File: config.mk
export PLATFORM = sky130hd
export DESIGN_NAME = debounce_sync
export DESIGN_NICKNAME = d
export VERILOG_FILES = /design/src/rtl/debounce_pkg.sv /design/src/rtl/sync_chain.sv /design/src/rtl/debounce_sync.sv
export SDC_FILE = /design/constraint.sdc
export NUM_CORES = 1
export LEC_CHECK = 0
export CAP_MARGIN = 20
export CELL_PAD_IN_SITES_DETAIL_PLACEMENT = 0
export CELL_PAD_IN_SITES_GLOBAL_PLACEMENT = 1
export CORE_AREA = 2 2 39 41
export CTS_BUF_LIST = sky130_fd_sc_hd__clkbuf_16
export CTS_CLUSTER_SIZE = 14
export DETAILED_ROUTE_END_ITERATION = 7
export DIE_AREA = 0 0 41 43
export PLACE_DENSITY = 0.69
export SLEW_MARGIN = 20
export SYNTH_ARGS = -nofsm -noshare
export SYNTH_HDL_FRONTEND = slang
export SYNTH_SLANG_ARGS = --single-unit
File: constraint.sdc
create_clock -name clk -period 1.8 [get_ports clk]
set_input_delay 0.27 -clock clk [delete_from_list [all_inputs] [get_ports clk]]
set_output_delay 0.27 -clock clk [all_outputs]
set_load 0.01 [all_outputs]
File: src/rtl/debounce_pkg.sv
// Shared types and helpers for the debounce_sync input conditioner.
package debounce_pkg;

    typedef enum logic {
        STABLE = 1'b0,
        COUNT  = 1'b1
    } db_state_t;

    // Width of a counter that must hold values 0..n inclusive.
    function automatic int unsigned cnt_width(input int n);
        return $clog2(n + 1);
    endfunction

endpackage

File: src/rtl/sync_chain.sv
// Multi-flop synchroniser for a single asynchronous level; reusable for any CDC input.
module sync_chain #(
    parameter int unsigned STAGES    = 2,
    parameter logic        RESET_VAL = 1'b0
) (
    input  logic clk,
    input  logic reset,
    input  logic d_i,
    output logic q_o
);

    logic [STAGES-1:0] r_sync;

    always_ff @(posedge clk or negedge reset) begin
        if (!reset) begin
            r_sync <= {STAGES{RESET_VAL}};
        end else begin
            r_sync <= {r_sync[STAGES-2:0], d_i};
        end
    end

    assign q_o = r_sync[STAGES-1];

endmodule

File: src/rtl/debounce_sync.sv
// Synchronises and debounces an asynchronous level; emits registered level plus rise/fall pulses.
module debounce_sync
    import debounce_pkg::*;
#(
    parameter int unsigned SYNC_STAGES     = 2,
    parameter int unsigned DEBOUNCE_CYCLES = 4,
    parameter logic        RESET_VAL       = 1'b0
) (
    input  logic clk,
    input  logic reset,
    input  logic d_i,
    input  logic tick_i,
    output logic q_o,
    output logic rise_o,
    output logic fall_o,
    output logic busy_o
);

    localparam int unsigned     CNT_W    = cnt_width(int'(DEBOUNCE_CYCLES));
    localparam logic [CNT_W-1:0] CNT_LAST = CNT_W'(DEBOUNCE_CYCLES - 1);

    if (SYNC_STAGES < 2 || DEBOUNCE_CYCLES < 1) begin : g_bad_params
        $error("debounce_sync: SYNC_STAGES must be >= 2 and DEBOUNCE_CYCLES >= 1");
    end

    logic             w_sync_s;
    db_state_t        r_state;
    db_state_t        w_state_nxt;
    logic [CNT_W-1:0] r_cnt;
    logic [CNT_W-1:0] w_cnt_nxt;
    logic             r_q;
    logic             w_q_nxt;
    logic             r_rise;
    logic             w_rise_nxt;
    logic             r_fall;
    logic             w_fall_nxt;
    logic             r_busy;

    sync_chain #(
        .STAGES   (SYNC_STAGES),
        .RESET_VAL(RESET_VAL)
    ) u_sync (
        .clk  (clk),
        .reset(reset),
        .d_i  (d_i),
        .q_o  (w_sync_s)
    );

    // Next-state: everything holds unless this edge is ticked.
    always_comb begin
        w_state_nxt = r_state;
        w_cnt_nxt   = r_cnt;
        w_q_nxt     = r_q;
        w_rise_nxt  = 1'b0;
        w_fall_nxt  = 1'b0;
        if (tick_i) begin
            case (r_state)
                STABLE: begin
                    w_cnt_nxt = '0;
                    if (w_sync_s != r_q) begin
                        if (DEBOUNCE_CYCLES == 1) begin
                            w_q_nxt    = w_sync_s;
                            w_rise_nxt = w_sync_s;
                            w_fall_nxt = ~w_sync_s;
                        end else begin
                            w_state_nxt = COUNT;
                            w_cnt_nxt   = CNT_W'(1);
                        end
                    end
                end
                COUNT: begin
                    if (w_sync_s == r_q) begin
                        w_state_nxt = STABLE;
                        w_cnt_nxt   = '0;
                    end else if (r_cnt == CNT_LAST) begin
                        w_state_nxt = STABLE;
                        w_cnt_nxt   = '0;
                        w_q_nxt     = w_sync_s;
                        w_rise_nxt  = w_sync_s;
                        w_fall_nxt  = ~w_sync_s;
                    end else begin
                        w_cnt_nxt = r_cnt + CNT_W'(1);
                    end
                end
                default: begin
                    w_state_nxt = STABLE;
                    w_cnt_nxt   = '0;
                end
            endcase
        end
    end

    always_ff @(posedge clk or negedge reset) begin
        if (!reset) begin
            r_state <= STABLE;
            r_cnt   <= '0;
            r_q     <= RESET_VAL;
            r_rise  <= 1'b0;
            r_fall  <= 1'b0;
            r_busy  <= 1'b0;
        end else begin
            r_state <= w_state_nxt;
            r_cnt   <= w_cnt_nxt;
            r_q     <= w_q_nxt;
            r_rise  <= w_rise_nxt;
            r_fall  <= w_fall_nxt;
            r_busy  <= (w_state_nxt == COUNT);
        end
    end

    assign q_o    = r_q;
    assign rise_o = r_rise;
    assign fall_o = r_fall;
    assign busy_o = r_busy;

endmodule

### Met1 routing

Supply wires on this layer in gray.
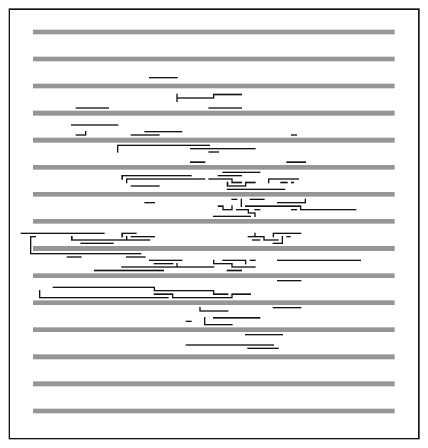
- nets with wire on the layer: 36
- longest straight run: 12.9 um
- main direction: horizontal

### The metal 2 layer

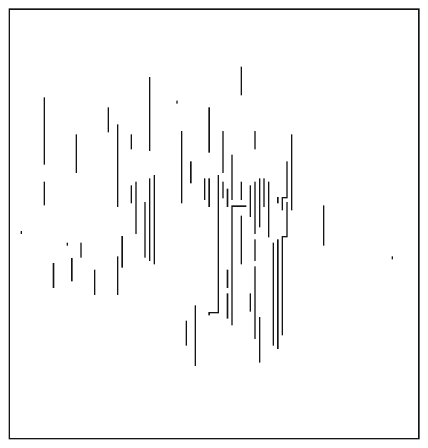
- main direction: vertical
- wire length on this layer: 247 um
- share of all routed wire: 41%
- longest straight run: 13.8 um

==> run notes <==
run results: met3 Usage GRT=0.0471, post-placement cell count=51, dpl cell area=448 sq um, Detail Route met3 WL=50 um, combined buffer and inverter count along the critical path=1, maximum ir drop on the vdd rail=0.500 mV, cell type taking the most area=sequential cells, total number of H-tree levels=1, highest metal layer with signal wires=met4, fraction of area in clock buffers and inverters=0.150, port bufs=7, multi-input logic cell count=16, maximum fanout encountered on the critical timing path=5, area share of the largest cell type after synthesis=0.629, proportion of synthesized flip-flops having asynchronous set or reset=1.00, global-route wire length before repair=1080 um, max-cap check violation count=0, met2 global-route usage=0.100, Post-CTS Hold Buffers=0, library cells used by synthesis=16, pin count of the biggest net entering global routing=10, list of most frequent post-synthesis cells=dfrtp_1 (9), inv_1 (3), nor3b_1 (2), o22ai_1 (2), Logic cell area=121 sq um, Logic power comb=116 uW, remaining global-route overflow=0, die height=43 um, vias per std cell=4.53, adder and majority cell fraction of the synthesized area=0.0350, final-stage net count=45, number of top-level design ports=8, core area=1380 sq um, logic depth of the worst path, buffers included=1, critical path launch point=q_o, AND-OR/OR-AND Cells, Area Fraction=0.0839, tightest slew margin relative to the limit=0.739, routed length on met2=246 um, power consumed by sequential cells=260 uW, mux contribution to synthesized area=0.0420, Sink Count=9, root buf cell=clkbuf_16, global-route total usage across every layer=0.100, CP endpoint kind=output pin, number of cells in the yosys synthesis report=28, R2R Setup Slk=0.47 ns, Floorplan Utilization=0.259, residual antenna-violating net count after detailed routing=0, data arrival at the endpoint of the critical path=1.21 ns, yosys stat area=358 sq um, flop share of the area=0.428, worst setup timing slack at the placement stage=0.396 ns, Clock net power=378 uW, GRT Max-Usage Layer=met1, most used logic cell in the final layout=dfrtp_1, Yosys top cell by instances=dfrtp_1, portion of total power attributed to combinational logic=0.154, max reg flops=3, bufs w/o clock=7, outcome=finished, final reports clean, register cell area after layout=225 sq um, dominant logic cell types in the final layout=dfrtp_1 (9), clkdlybuf4s50_1 (7), inv_1 (4), clock buffers created by TritonCTS=3, total power per unit cell area=1430 nW/um^2, total length of routed wires=598 um, hold violation count in the final report=0, Total Negative Setup Slacks=0 ns
### Met3 routing

Scale bar: 10 um. Cells faint in the background.
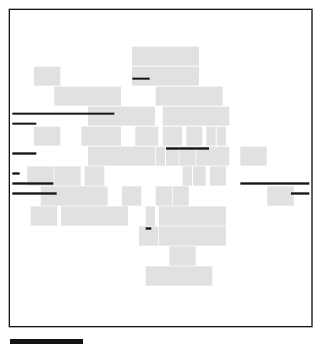
- wire length on this layer: 50.4 um
- share of all routed wire: 8.4%
- nets with wire on the layer: 10
- main direction: horizontal
- longest straight run: 13.6 um

Power and IR drop assume default switching activity.
